==> run_1/met1.png <==
The bar under the picture is 20 um long. Cells faint in the background.
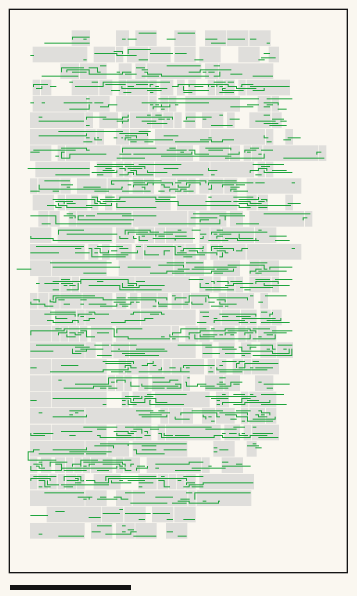
==> run_1/met2.png <==
The bar under the picture is 20 um long. Cells faint in the background.
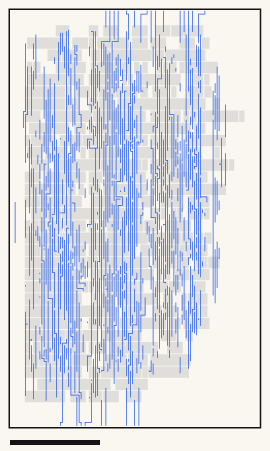
==> run_1/met3.png <==
The bar under the picture is 20 um long. Cells faint in the background.
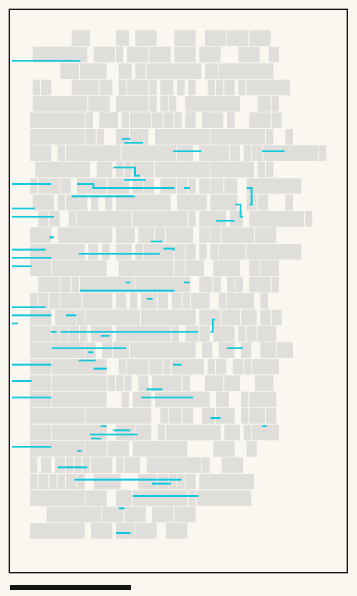
==> run_1/met4.png <==
The bar under the picture is 20 um long.
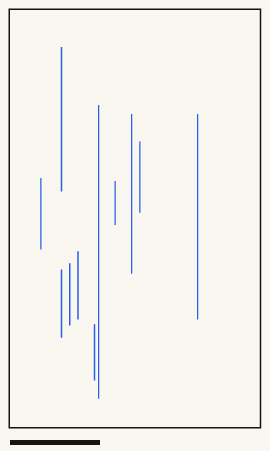
## config.mk

```make
export PLATFORM = sky130hd
export DESIGN_NAME = seq_restoring_divider
export DESIGN_NICKNAME = d
export VERILOG_FILES = /design/src/rtl/div_pkg.sv /design/src/rtl/div_step.sv /design/src/rtl/seq_restoring_divider.sv
export SDC_FILE = /design/constraint.sdc
export NUM_CORES = 1
export LEC_CHECK = 0
export CORE_ASPECT_RATIO = 1.75
export CORE_MARGIN = 3
export CORE_UTILIZATION = 58
export DETAILED_ROUTE_END_ITERATION = 16
export GPL_ROUTABILITY_DRIVEN = 0
export GPL_TIMING_DRIVEN = 0
export PLACE_DENSITY = 0.91
export REMOVE_ABC_BUFFERS = 1
export SLEW_MARGIN = 10
export SYNTH_ARGS = -nofsm -noshare
export SYNTH_HDL_FRONTEND = slang
export SYNTH_SLANG_ARGS = --single-unit
```

## constraint.sdc

```tcl
create_clock -name clk -period 6.9 [get_ports clk]
set_input_delay 0.69 -clock clk [delete_from_list [all_inputs] [get_ports clk]]
set_output_delay 0.69 -clock clk [all_outputs]
set_load 0.05 [all_outputs]
```

## src/rtl/div_pkg.sv

```systemverilog
// Shared definitions for the sequential restoring divider: FSM state encoding,
// default operand width and the counter-width helper.
package div_pkg;

    localparam int DIV_WIDTH_DEFAULT = 8;

    typedef enum logic [1:0] {
        ST_IDLE = 2'd0,
        ST_RUN  = 2'd1,
        ST_FIX  = 2'd2,
        ST_DONE = 2'd3
    } div_state_e;

    // Bits needed to count 0..value-1; never less than one bit.
    function automatic int clog2(input int value);
        int bits;
        bits = 1;
        for (int i = 1; i < 32; i++) begin
            if ((1 << bits) < value) bits = i + 1;
        end
        return bits;
    endfunction

endpackage : div_pkg

```

## src/rtl/div_step.sv

```systemverilog
// One restoring-division iteration: shift the next dividend bit into the partial
// remainder, trial-subtract the divisor, keep the difference only if it did not borrow.
module div_step
    import div_pkg::*;
#(
    parameter int WIDTH = DIV_WIDTH_DEFAULT
) (
    input  logic [WIDTH-1:0] p_i,
    input  logic             dividend_bit_i,
    input  logic [WIDTH-1:0] divisor_i,
    output logic [WIDTH-1:0] p_o,
    output logic             q_bit_o
);

    logic [WIDTH:0] diff;
    logic           borrow;

    // The partial remainder is always below the divisor, so the shifted value is
    // below twice the divisor and the WIDTH+1-bit difference's MSB is the borrow.
    assign diff    = {p_i, dividend_bit_i} - {1'b0, divisor_i};
    assign borrow  = diff[WIDTH];
    assign q_bit_o = ~borrow;
    assign p_o     = borrow ? {p_i[WIDTH-2:0], dividend_bit_i} : diff[WIDTH-1:0];

endmodule : div_step

```

## src/rtl/seq_restoring_divider.sv

```systemverilog
// Sequential restoring divider, one quotient bit per clock, start/done handshake.
// Define DIV_SIGNED_EN for two's-complement operands (adds one FIX cycle).
module seq_restoring_divider
    import div_pkg::*;
#(
    parameter int WIDTH = DIV_WIDTH_DEFAULT
) (
    input  logic             clk,
    input  logic             rst_n,
    input  logic             start,
    input  logic [WIDTH-1:0] dividend,
    input  logic [WIDTH-1:0] divisor,
    output logic             busy,
    output logic             done,
    output logic [WIDTH-1:0] quotient,
    output logic [WIDTH-1:0] remainder,
    output logic             div_by_zero
);

    localparam int                 CNT_W    = clog2(WIDTH);
    localparam logic [CNT_W-1:0]   CNT_LAST = CNT_W'(WIDTH - 1);

    div_state_e       state_q, state_d;
    logic [WIDTH-1:0] p_q, p_d;
    logic [WIDTH-1:0] shq_q, shq_d;
    logic [WIDTH-1:0] dvs_q, dvs_d;
    logic [CNT_W-1:0] cnt_q, cnt_d;
    logic [WIDTH-1:0] quo_q, quo_d;
    logic [WIDTH-1:0] rem_q, rem_d;
    logic             dbz_q, dbz_d;

`ifdef DIV_SIGNED_EN
    logic             quo_neg_q, quo_neg_d;
    logic             rem_neg_q, rem_neg_d;
`endif

    logic [WIDTH-1:0] step_p;
    logic             step_q_bit;

    div_step #(
        .WIDTH (WIDTH)
    ) u_div_step (
        .p_i            (p_q),
        .dividend_bit_i (shq_q[WIDTH-1]),
        .divisor_i      (dvs_q),
        .p_o            (step_p),
        .q_bit_o        (step_q_bit)
    );

    always_comb begin
        // NOTE: every next-state signal takes its held value first so no path infers a latch.
        state_d = state_q;
        p_d     = p_q;
        shq_d   = shq_q;
        dvs_d   = dvs_q;
        cnt_d   = cnt_q;
        quo_d   = quo_q;
        rem_d   = rem_q;
        dbz_d   = dbz_q;
`ifdef DIV_SIGNED_EN
        quo_neg_d = quo_neg_q;
        rem_neg_d = rem_neg_q;
`endif

        unique case (state_q)
            ST_IDLE: begin
                if (start) begin
                    p_d   = '0;
                    cnt_d = '0;
                    dbz_d = 1'b0;
`ifdef DIV_SIGNED_EN
                    // Divide magnitudes; signs are reapplied in FIX.
                    shq_d     = dividend[WIDTH-1] ? -dividend : dividend;
                    dvs_d     = divisor[WIDTH-1]  ? -divisor  : divisor;
                    quo_neg_d = dividend[WIDTH-1] ^ divisor[WIDTH-1];
                    rem_neg_d = dividend[WIDTH-1];
`else
                    shq_d = dividend;
                    dvs_d = divisor;
`endif
                    if (divisor == '0) begin
                        quo_d   = '1;
                        rem_d   = dividend;
                        dbz_d   = 1'b1;
                        state_d = ST_DONE;
                    end else begin
                        state_d = ST_RUN;
                    end
                end
            end

            ST_RUN: begin
                p_d   = step_p;
                shq_d = {shq_q[WIDTH-2:0], step_q_bit};
                cnt_d = cnt_q + CNT_W'(1);
                if (cnt_q == CNT_LAST) begin
`ifdef DIV_SIGNED_EN
                    state_d = ST_FIX;
`else
                    quo_d   = {shq_q[WIDTH-2:0], step_q_bit};
                    rem_d   = step_p;
                    state_d = ST_DONE;
`endif
                end
            end

`ifdef DIV_SIGNED_EN
            ST_FIX: begin
                // Most-negative / -1 yields magnitude 2^(WIDTH-1), which reads back as most-negative.
                quo_d   = quo_neg_q ? -shq_q : shq_q;
                rem_d   = rem_neg_q ? -p_q   : p_q;
                state_d = ST_DONE;
            end
`endif

            ST_DONE: state_d = ST_IDLE;

            default: state_d = ST_IDLE;
        endcase
    end

    // NOTE: every register, datapath included, is cleared by reset so a run abandoned
    // mid-flight leaves no stale state behind.
    always_ff @(posedge clk or negedge rst_n) begin
        if (!rst_n) begin
            state_q <= ST_IDLE;
            p_q     <= '0;
            shq_q   <= '0;
            dvs_q   <= '0;
            cnt_q   <= '0;
            quo_q   <= '0;
            rem_q   <= '0;
            dbz_q   <= 1'b0;
`ifdef DIV_SIGNED_EN
            quo_neg_q <= 1'b0;
            rem_neg_q <= 1'b0;
`endif
        end else begin
            // NOTE: non-blocking assignments so every register samples pre-edge values.
            state_q <= state_d;
            p_q     <= p_d;
            shq_q   <= shq_d;
            dvs_q   <= dvs_d;
            cnt_q   <= cnt_d;
            quo_q   <= quo_d;
            rem_q   <= rem_d;
            dbz_q   <= dbz_d;
`ifdef DIV_SIGNED_EN
            quo_neg_q <= quo_neg_d;
            rem_neg_q <= rem_neg_d;
`endif
        end
    end

    assign busy        = (state_q != ST_IDLE);
    assign done        = (state_q == ST_DONE);
    assign quotient    = quo_q;
    assign remainder   = rem_q;
    assign div_by_zero = dbz_q;

endmodule : seq_restoring_divider

```

==> impl_metrics.yaml, run 1 <==
# implementation run metrics
timing:
  fmax_mhz: 322
  worst_clock_skew_ns: 0.0107
  hold_violations: 0
  rsz_0062_raised_after_global_routing: "false"
  post-route-min-period_ns: 3.10
  max_slew_margin: 0.250
  post-route-period-util: 0.450
  finalHoldWorstSlack_ns: 0.235
  setup_viol: 0
  layout_setup_ws_ns: 3.80
  worst_slew_pin_slew_ns: 1.12
logic_synthesis:
  yosys.area.top_type: "sky130_fd_sc_hd__dfrtp_1"
  main_flop_type: "sky130_fd_sc_hd__dfrtp_1"
  synth_warn: 0
  ys.flops: 46
  top_area_cell_types: "sky130_fd_sc_hd__dfrtp_1 (46%), sky130_fd_sc_hd__nor2_1 (5.4%), sky130_fd_sc_hd__o21ai_0 (5.2%), sky130_fd_sc_hd__ha_1 (5.0%), sky130_fd_sc_hd__nand2_1 (4.3%)"
  synth-edff-count: 0
  post_synth_most_frequent_cells: "sky130_fd_sc_hd__dfrtp_1 (46), sky130_fd_sc_hd__nor2_1 (36), sky130_fd_sc_hd__nand2_1 (29), sky130_fd_sc_hd__o21ai_0 (26), sky130_fd_sc_hd__a21oi_1 (19)"
  top_cell: "sky130_fd_sc_hd__dfrtp_1"
  avgSynthCellArea_um2: 9.14
  synth.lib_cells_used.distinct: 53
  yosys-stat-cells: 275
  synthesis.instances: 275
  post_syn_area_mm2: 0.00251
  postSynth.asyncResetShare: 1.00
setup_path:
  worst_path_most_repeated_cell: "sky130_fd_sc_hd__nand2_1"
  timing.critical_path.from_type: "primary input"
  timing.critical_path.to_type: "flop"
  r2r_cells: 10
  worst_setup_path_startpoint: "divisor[4]"
  endpoint: "remainder[7]"
  cpPeakStageDelay_ns: 0.89
  required_ns: 7.08
  timing.critical_path.fanout_max: 26
  critPathSlowestCell: "sky130_fd_sc_hd__a21oi_2"
  setup.worst_path.class: "primary input to flop"
  start_of_the_worst_register_to_register_path: "shq_q[7]"
  regToRegEndpoint: "remainder[5]"
clock_tree:
  htree_depth: 2
  tritoncts: "built"
  clk-insertion-delay-late_ns: 0.30
  clock_path_buffers: 2
  post_cts_setup_bufs: 0
  tritoncts_buffer_count: 5
  numClockSinks: 46
  cts-root-buf: "sky130_fd_sc_hd__clkbuf_8"
  cts.repair.resized: 0
grt:
  overall_global_routing_resource_usage: 0.279
  grt_pass1_vias: 2478
  globalRouteOverflowTotal: 0
final_layout:
  layout-area-overhead-vs-synth_pct: 22.4
  layout-drive-gt1-share: 0.0707
  layoutNonFillerInstCount: 360
  num-nets-final: 340
die:
  fp-utilization: 0.605
  die_height_um: 93.1
  core_region_area_mm2: 0.00415
  chip_area_mm2: 0.00519
  floorplan.rows: 31
  ios: 38
route:
  vias_per_cell: 6.28
  first_iter_violations: 58
  drc_markers: 0
  drtAntennaViolNets: 0
hold_path:
  timing.hold.worst.class: "primary input to async pin"
place:
  pre_cts_ws_ns: 3.53
  hpwlAfterDp_mm: 4.75
run_status:
  run_status: "finished, final reports clean"
run:
  max_cap_violations: 0
-- met1.png (at the start) --
wire length on this layer: 2340 um
main direction: horizontal
share of all routed wire: 36%

-- met2.png (at the start) --
share of all routed wire: 56%
longest straight run: 43.2 um
main direction: vertical
wire length on this layer: 3690 um
nets with wire on the layer: 305
count of vias placed by the detailed router: 2260
global routing met2 resource utilization: 0.531
sum of routed wire length over all layers: 6.58 mm

-- met3.png (at the start) --
share of all routed wire: 4.2%
main direction: horizontal
met3 demand-to-capacity share in global routing: 0.0428

-- met4.png (at the start) --
wire length on this layer: 275 um
share of all routed wire: 4.2%
longest straight run: 65.3 um
main direction: vertical
nets with wire on the layer: 10

## run 1: cells in the final DEF (no fill, tap or decap), types with 2 or more instances in the layout
master,count
sky130_fd_sc_hd__inv_1,18
sky130_fd_sc_hd__nand3_1,4
sky130_fd_sc_hd__bufinv_16,2
sky130_fd_sc_hd__a22oi_1,2
sky130_fd_sc_hd__a21oi_1,19
sky130_fd_sc_hd__a21oi_2,2
sky130_fd_sc_hd__o22ai_1,3
sky130_fd_sc_hd__clkbuf_8,6
sky130_fd_sc_hd__o21ai_0,26
sky130_fd_sc_hd__o211ai_1,2
sky130_fd_sc_hd__o32a_1,2
sky130_fd_sc_hd__a22o_1,2
sky130_fd_sc_hd__clkdlybuf4s50_1,36
sky130_fd_sc_hd__o31ai_1,4
sky130_fd_sc_hd__o21a_1,3
sky130_fd_sc_hd__dfrtp_1,46
sky130_fd_sc_hd__mux2i_1,10
sky130_fd_sc_hd__nor4_1,3
sky130_fd_sc_hd__ha_1,10
sky130_fd_sc_hd__nor2_1,36
sky130_fd_sc_hd__or2_2,2
sky130_fd_sc_hd__o221ai_1,2
sky130_fd_sc_hd__o21ai_1,2
sky130_fd_sc_hd__nand2_1,29
sky130_fd_sc_hd__nor3_1,3
sky130_fd_sc_hd__xor2_1,3
sky130_fd_sc_hd__a21o_1,4
## run 1: cell families (layout without fill, tap and decap cells)
group	Yosys count	in the layout	share of synthesized area
buf+inv	29	65	0.0448
flops	46	46	0.458
fa+ha+maj	11	11	0.0578
xor+xnor	3	3	0.0105
mux	11	11	0.0458
simple gates	87	87	0.151
compound gates	88	88	0.232
## run 1: critical path, delay by kind of cell
kind	cells	cell delay, ns
AOI/OAI and AO/OA	3	1.16
and+or+nand+nor	3	0.98
buffers and inverters	1	0.44
## run 1: layer usage
metal / up-vias / share of wire / track usage
met3: 27 / 0.042 / 0.0428
met4: 0 / 0.042 / 0.146
met5: - / 0 / 0
met2: 82 / 0.56 / 0.531
li1: 1046 / - / -
met1: 1105 / 0.36 / 0.286
## run 1: cell type report
type	count	area, um^2	share of cell area
flip-flops and latches	46	1150	0.374
clock buffers	6	82.6	0.0269
well taps	49	61.3	0.0199
inverters	18	67.6	0.0220
clock inverters	2	60.1	0.0195
multi-input cells	200	1250	0.407
repair buffers	39	400	0.130
## run 1: registers in the layout (all words and copies together), names as in the netlist
| signal | flops |
|---|---|
| cnt_q | 3 |
| div_by_zero | 1 |
| dvs_q | 8 |
| p_q | 8 |
| quotient | 8 |
| remainder | 8 |
| shq_q | 8 |
| state_q | 2 |
## run 1: per-stage QoR
stage / area [um^2] / utilization
floorplan: 2470 / -
global route: 3070 / 0.741
finish: 3070 / 0.741
global placement: 2900 / 0.699
CTS: 3070 / 0.741
detailed placement: 2930 / 0.706
==> inputs of run 2 (changes only) <==
--- a/config.mk
+++ b/config.mk
@@ -7,11 +7,11 @@
 export LEC_CHECK = 0
 export CORE_ASPECT_RATIO = 1.75
 export CORE_MARGIN = 3
-export CORE_UTILIZATION = 58
+export CORE_UTILIZATION = 49
 export DETAILED_ROUTE_END_ITERATION = 16
 export GPL_ROUTABILITY_DRIVEN = 0
 export GPL_TIMING_DRIVEN = 0
-export PLACE_DENSITY = 0.91
+export PLACE_DENSITY = 0.82
 export REMOVE_ABC_BUFFERS = 1
 export SLEW_MARGIN = 10
 export SYNTH_ARGS = -nofsm -noshare
==> constraint.sdc (replaced) <==
create_clock -name clk -period 2.5 [get_ports clk]
set_input_delay 0.25 -clock clk [delete_from_list [all_inputs] [get_ports clk]]
set_output_delay 0.25 -clock clk [all_outputs]
set_load 0.05 [all_outputs]
==> run 2 against run 1 <==
  * The run now ends with setup timing left
  * Global-route usage down 5.2 points
  * Synthesized cell count unchanged
  * Critical path depth up 3
  * Register-to-register slack worse by 4.1 ns
  * Sequential share of layout area down 1.8 points
  * Die size up 17%
  * Synthesized area unchanged
  * Clock-buffer cell count down 1
==> impl_metrics.yaml, run 2 <==
# implementation run metrics
final_layout:
  layoutNonFillerInstCount: 372
  layout_top_cells: "sky130_fd_sc_hd__dfrtp_1 (46), sky130_fd_sc_hd__nor2_1 (36), sky130_fd_sc_hd__clkdlybuf4s50_1 (36)"
  antennaDiodeCount: 0
  layout-drive-gt1-share: 0.138
  post-route-cell-area_mm2: 0.00323
  postLayoutCoreUtil: 0.669
  num-nets-final: 349
  layout-area-overhead-vs-synth_pct: 28.6
  lay_top_count: "sky130_fd_sc_hd__dfrtp_1"
logic_synthesis:
  synth_warn: 0
  synth_seq_share: 0.458
  ys_area_mm2: 0.00251
  postSynth.asyncResetShare: 1.00
  top_cell: "sky130_fd_sc_hd__dfrtp_1"
  post_synth_most_frequent_cells: "sky130_fd_sc_hd__dfrtp_1 (46), sky130_fd_sc_hd__nor2_1 (36), sky130_fd_sc_hd__nand2_1 (29), sky130_fd_sc_hd__o21ai_0 (26), sky130_fd_sc_hd__a21oi_1 (19)"
  synth-edff-count: 0
  main_flop_type: "sky130_fd_sc_hd__dfrtp_1"
  yosys.area.top_type: "sky130_fd_sc_hd__dfrtp_1"
  top_area_cell_types: "sky130_fd_sc_hd__dfrtp_1 (46%), sky130_fd_sc_hd__nor2_1 (5.4%), sky130_fd_sc_hd__o21ai_0 (5.2%), sky130_fd_sc_hd__ha_1 (5.0%), sky130_fd_sc_hd__nand2_1 (4.3%)"
  synth.top_cell.area_share: 0.458
  post_syn_area_mm2: 0.00251
  synthesis.instances: 275
  avgSynthCellArea_um2: 9.14
  yosys-stat-cells: 275
  ys.flops: 46
  synth.lib_cells_used.distinct: 53
timing:
  post-route-min-period_ns: 2.53
  max_slew_margin: 0.500
  hold_violations: 0
  layout_setup_ws_ns: -0.0306
  finalHoldWorstSlack_ns: 0.380
  slew_viol_final: 0
  fmax_mhz: 395
  worst_slew_pin_slew_ns: 0.750
  rsz_0062_raised_after_global_routing: "true"
  worst_clock_skew_ns: 0.0181
  setup_viol: 2
  post-route-period-util: 1.01
  setup_tns_ns: -0.0521
grt:
  grt_pass1_vias: 2268
  globalRouteOverflowTotal: 0
  grtUsageMet3: 0.0295
  routing_layer_with_the_top_usage_in_global_route: "met2"
  overall_global_routing_resource_usage: 0.227
  largest_net_degree_at_the_start_of_global_routing: 33
  antenna_violations_before_repair: 0
  grt_first_pass_wirelength_mm: 10.4
run_status:
  failed_checks: "setup timing"
  run_status: "finished with violations"
route:
  drtAntennaViolNets: 0
  vias_per_cell: 6.09
  first_iter_violations: 60
  avgRoutedWirePerCell_um: 18.0
  first_pass_iters: 4
  drc_markers: 0
clock_tree:
  clock_path_buffers: 2
  tritoncts_buffer_count: 5
  clk-insertion-delay-late_ns: 0.31
  htree_depth: 2
  tritoncts: "built"
  numClockSinks: 46
  clk_pin_slew_ns: 0.11
  cts-root-buf: "sky130_fd_sc_hd__clkbuf_8"
die:
  ios: 38
  chip_width_um: 60.1
  floorplan.rows: 33
  chip_area_mm2: 0.00606
  core_region_area_mm2: 0.00483
  fp-utilization: 0.520
  die_height_um: 101
setup_path:
  required_ns: 2.71
  setup.worst_path.class: "flop to flop"
  timing.critical_path.to_type: "flop"
  timing.critical_path.fanout_max: 4
  worst-endpoint-arrival_ns: 2.74
  timing.critical_path.from_type: "flop"
place:
  hpwlAfterDp_mm: 4.62
  pre_cts_ws_ns: -0.441
  total_placed_cells_including_tap_cells: 355
  placement.io_buffers: 37
  placedInstanceArea_mm2: 0.00294
run:
  max_cap_violations: 0
  warning_count: 27
hold_path:
  timing.hold.worst.class: "primary input to async pin"
-- run 2: cell families (layout without fill, tap and decap cells) --
kind of cell | count (synthesis) | count (layout) | share of synthesized area
compound gates | 88 | 88 | 0.232
simple gates | 87 | 87 | 0.151
xor+xnor | 3 | 3 | 0.0105
mux | 11 | 11 | 0.0458
fa+ha+maj | 11 | 11 | 0.0578
buf+inv | 29 | 74 | 0.0448
flops | 46 | 46 | 0.458
-- run 2: final cells by class --
class,instances,area [um^2]
Timing Repair Buffer,48,487
Sequential cell,46,1150
Inverter,18,67.6
Tap cell,52,65.1
Multi-Input combinational cell,200,1350
Clock buffer,5,68.8
Fill cell,365,1600
Clock inverter,3,43.8
-- run 2: worst paths after layout --
check	endpoint	start	slack (ns)	depth (start not counted)
max	remainder[5]	shq_q[7]	-0.03	10
min	quotient[0]	rst_n	0.38	2
max reg2reg	remainder[5]	shq_q[7]	-0.03	10
min reg2reg	cnt_q[0]	cnt_q[0]	0.49	1
max in group asynchronous	p_q[1]	rst_n	1.62	3
min in group clk	cnt_q[0]	cnt_q[0]	0.49	1
-- run 2: worst max-delay path: stages, from the launching register on --
cell and delay (ns):
sky130_fd_sc_hd__dfrtp_1 0.43, sky130_fd_sc_hd__inv_1 0.08, sky130_fd_sc_hd__ha_2 0.19, sky130_fd_sc_hd__inv_2 0.05
sky130_fd_sc_hd__fa_2 0.38, sky130_fd_sc_hd__a211oi_4 0.28, sky130_fd_sc_hd__o211a_1 0.24, sky130_fd_sc_hd__nor3_2 0.11
sky130_fd_sc_hd__nor2_4 0.16, sky130_fd_sc_hd__mux2_4 0.34, sky130_fd_sc_hd__o31ai_2 0.17
-- run 2: what timing repair did --
item                                    in CTS  in global routing
hold endpoints to repair                    14                  0
endpoints found under the setup margin      11                 17
hold buffers                                 1                  0
pin swaps                                    3                 17
resized                                      6                 20
setup buffers                                2                  6
-- run 2: per-layer routing --
layer / vias to the layer above / share of wire / wire length [um]
met1: 1114 / 0.37 / 2450
met2: 68 / 0.55 / 3660
li1: 1063 / - / -
met4: 0 / 0.046 / 309
met3: 21 / 0.039 / 264
met5: - / 0 / 0
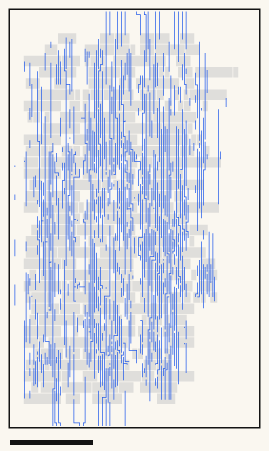
(run_2/met2.png)
The bar under the picture is 20 um long. Cells faint in the background.
nets with wire on the layer: 313
share of all routed wire: 55%
sum of routed wire length over all layers: 6.69 mm
count of vias placed by the detailed router: 2266
global routing met2 resource utilization: 0.390

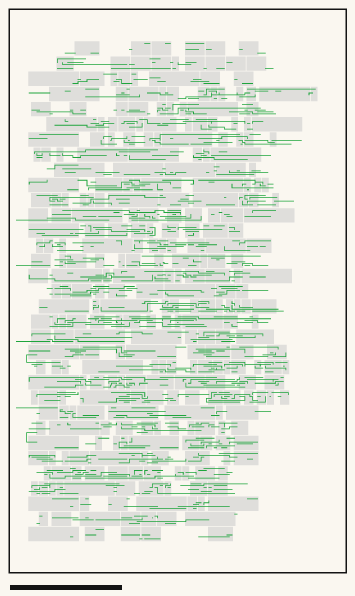
(run_2/met1.png)
The bar under the picture is 20 um long. Cells faint in the background.
share of all routed wire: 37%
wire length on this layer: 2450 um
longest straight run: 21.2 um
main direction: horizontal
nets with wire on the layer: 328
met1 Use GR: 0.261

==> inputs of run 3 (changes only) <==
--- a/config.mk
+++ b/config.mk
@@ -8,6 +8,7 @@
 export CORE_ASPECT_RATIO = 1.75
 export CORE_MARGIN = 3
 export CORE_UTILIZATION = 49
+export CTS_CLUSTER_SIZE = 40
 export DETAILED_ROUTE_END_ITERATION = 16
 export GPL_ROUTABILITY_DRIVEN = 0
 export GPL_TIMING_DRIVEN = 0
==> run 3 against run 2 <==
  * Sequential cell count is the same
  * Critical path type unchanged
  * First-iteration DRC count is the same
  * Worst setup slack is the same
  * The flow still finishes with violations (setup timing)
  * Core utilization is the same
  * Critical path depth is the same
==> impl_metrics.yaml, run 3 <==
# implementation run metrics
logic_synthesis:
  top_cell: "sky130_fd_sc_hd__dfrtp_1"
  yosys-stat-cells: 275
  synth_warn: 0
  postSynth.asyncResetShare: 1.00
  synthesis.instances: 275
  main_flop_type: "sky130_fd_sc_hd__dfrtp_1"
  yosys.area.top_type: "sky130_fd_sc_hd__dfrtp_1"
  avgSynthCellArea_um2: 9.14
  post_syn_area_mm2: 0.00251
  ys.flops: 46
  post_synth_most_frequent_cells: "sky130_fd_sc_hd__dfrtp_1 (46), sky130_fd_sc_hd__nor2_1 (36), sky130_fd_sc_hd__nand2_1 (29), sky130_fd_sc_hd__o21ai_0 (26), sky130_fd_sc_hd__a21oi_1 (19)"
  top_area_cell_types: "sky130_fd_sc_hd__dfrtp_1 (46%), sky130_fd_sc_hd__nor2_1 (5.4%), sky130_fd_sc_hd__o21ai_0 (5.2%), sky130_fd_sc_hd__ha_1 (5.0%), sky130_fd_sc_hd__nand2_1 (4.3%)"
  synth_seq_share: 0.458
  synth.lib_cells_used.distinct: 53
  synth-edff-count: 0
  synth.top_cell.area_share: 0.458
  ys_area_mm2: 0.00251
die:
  die_height_um: 101
  core_region_area_mm2: 0.00483
  chip_width_um: 60.1
  floorplan.rows: 33
  ios: 38
  chip_area_mm2: 0.00606
  fp-utilization: 0.520
clock_tree:
  tritoncts_buffer_count: 5
  clock_path_buffers: 2
  htree_depth: 2
  tritoncts: "built"
  clk_pin_slew_ns: 0.11
  numClockSinks: 46
  cts-root-buf: "sky130_fd_sc_hd__clkbuf_8"
  clk-insertion-delay-late_ns: 0.31
grt:
  grt_pass1_vias: 2268
  antenna_violations_before_repair: 0
  overall_global_routing_resource_usage: 0.227
  globalRouteOverflowTotal: 0
  grt_first_pass_wirelength_mm: 10.4
  largest_net_degree_at_the_start_of_global_routing: 33
setup_path:
  timing.critical_path.to_type: "flop"
  worst-endpoint-arrival_ns: 2.74
  required_ns: 2.71
  setup.reg_to_reg.worst_slack_ns: -0.03
  timing.critical_path.from_type: "flop"
  timing.critical_path.fanout_max: 4
  regToRegEndpoint: "remainder[5]"
  r2r_cells: 10
  start_of_the_worst_register_to_register_path: "shq_q[7]"
  setup.worst_path.class: "flop to flop"
route:
  drc_markers: 0
  first_iter_violations: 60
  vias_per_cell: 6.09
  avgRoutedWirePerCell_um: 18.0
  first_pass_iters: 4
  routed_wl_mm: 6.69
  via_count: 2266
final_layout:
  lay_top_count: "sky130_fd_sc_hd__dfrtp_1"
  layout_top_cells: "sky130_fd_sc_hd__dfrtp_1 (46), sky130_fd_sc_hd__nor2_1 (36), sky130_fd_sc_hd__clkdlybuf4s50_1 (36)"
  antennaDiodeCount: 0
  layout-drive-gt1-share: 0.138
  filler_cell_count: 365
  postLayoutCoreUtil: 0.669
  num-nets-final: 349
  layout-area-overhead-vs-synth_pct: 28.6
timing:
  rsz_0062_raised_after_global_routing: "true"
  post-route-period-util: 1.01
  hold_violations: 0
  setup_viol: 2
  fmax_mhz: 395
  worst_clock_skew_ns: 0.0181
  layout_setup_ws_ns: -0.0306
  max_slew_margin: 0.500
  slew_viol_final: 0
  post-route-min-period_ns: 2.53
hold_path:
  timing.hold.worst.class: "primary input to async pin"
run_status:
  failed_checks: "setup timing"
  run_status: "finished with violations"
place:
  pre_cts_ws_ns: -0.441
  placement.io_buffers: 37
  hpwlAfterDp_mm: 4.62
run:
  warning_count: 27
  max_cap_violations: 0
==> run 3: cell counts in the layout (fill, tap and decap cells not counted) <==
No cell type changed its count.
==> run 3: kinds of logic (layout without fill, tap and decap cells) <==
group	count (synthesis)	count (layout)	share of synthesized area
xor gates and xnor gates	3	3	0.0105
and+or+nand+nor	87	87	0.151
adders and majority gates	11	11	0.0578
AOI/OAI and AO/OA	88	88	0.232
muxes	11	11	0.0458
buffers and inverters	29	74	0.0448
DFF	46	46	0.458
==> run 3: how the worst max path moves through the flow <==
stage | from | end | slack [ns] | cells past startpoint
after global routing | shq_q[7] | remainder[5] | -0.15 | 10
after floorplan | shq_q[7] | remainder[5] | 0.1 | 10
after CTS | shq_q[7] | remainder[5] | -0.04 | 10
after detailed placement | divisor[5] | remainder[3] | -0.44 | 7
final | shq_q[7] | remainder[5] | -0.03 | 10
after global placement | divisor[5] | quotient[0] | -0.43 | 6
==> run 3: worst max-delay path, stage by stage (launching register included) <==
cell and delay (ns):
sky130_fd_sc_hd__dfrtp_1 0.43, sky130_fd_sc_hd__inv_1 0.08, sky130_fd_sc_hd__ha_2 0.19, sky130_fd_sc_hd__inv_2 0.05
sky130_fd_sc_hd__fa_2 0.38, sky130_fd_sc_hd__a211oi_4 0.28, sky130_fd_sc_hd__o211a_1 0.24, sky130_fd_sc_hd__nor3_2 0.11
sky130_fd_sc_hd__nor2_4 0.16, sky130_fd_sc_hd__mux2_4 0.34, sky130_fd_sc_hd__o31ai_2 0.17
==> run 3: area by class of cell <==
type                    count  area, um^2  area share
multi-input cells         200        1350       0.417
flip-flops and latches     46        1150       0.356
repair buffers             48         487       0.151
clock inverters             3        43.8      0.0136
inverters                  18        67.6      0.0209
clock buffers               5        68.8      0.0213
well taps                  52        65.1      0.0201
==> run 3: routing by layer <==
layer  routed length [um]  track usage
met5                    0            0
met4                  309        0.125
met3                  264       0.0295
met2                 3660        0.390
met1                 2450        0.261
==> run 3: timing repair <==
item,4_1_cts,5_1_grt
gates cloned,0,0
pin swaps,3,17
hold buffers,1,0
setup buffers,2,6
endpoints found under the setup margin,11,17
hold endpoints to repair,14,0
resized,6,20
==> run 3: metrics by stage <==
stage                     hold WS [ns]  instances  cell area [um^2]  setup TNS (ns)
after floorplan                -0.0456        264              2470               0
after global placement           0.471        353              2900           -4.00
after detailed placement         0.183        355              2940           -3.34
after CTS                        0.389        366              3100         -0.0364
after global routing             0.426        372              3230           -1.39
final                            0.380        372              3230         -0.0521
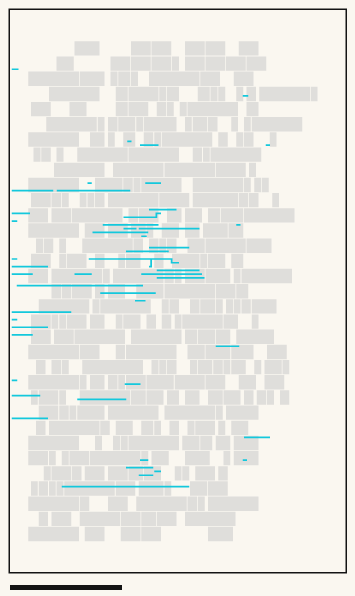
(run_3/met3.png)
The bar under the picture is 20 um long. Cells faint in the background.
longest straight run: 22.5 um
main direction: horizontal

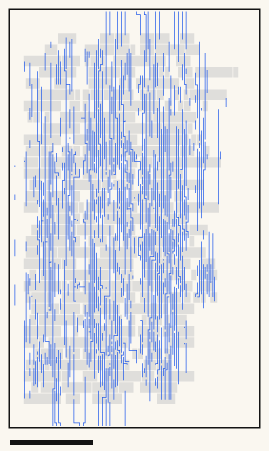
(run_3/met2.png)
The bar under the picture is 20 um long. Cells faint in the background.
main direction: vertical
nets with wire on the layer: 313
wire length on this layer: 3660 um


==> screenshots <==
Routing congestion.
shot_01.png
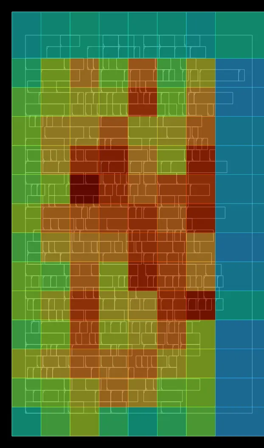
shot_02.png
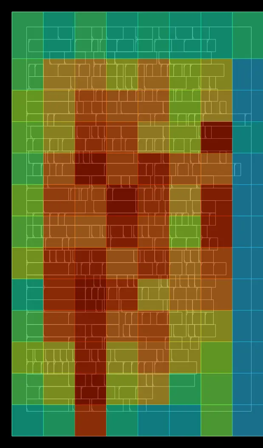
shot_02.png comes from run 1.
shot_01.png comes from run 2.
- highest track usage: shot_02.png

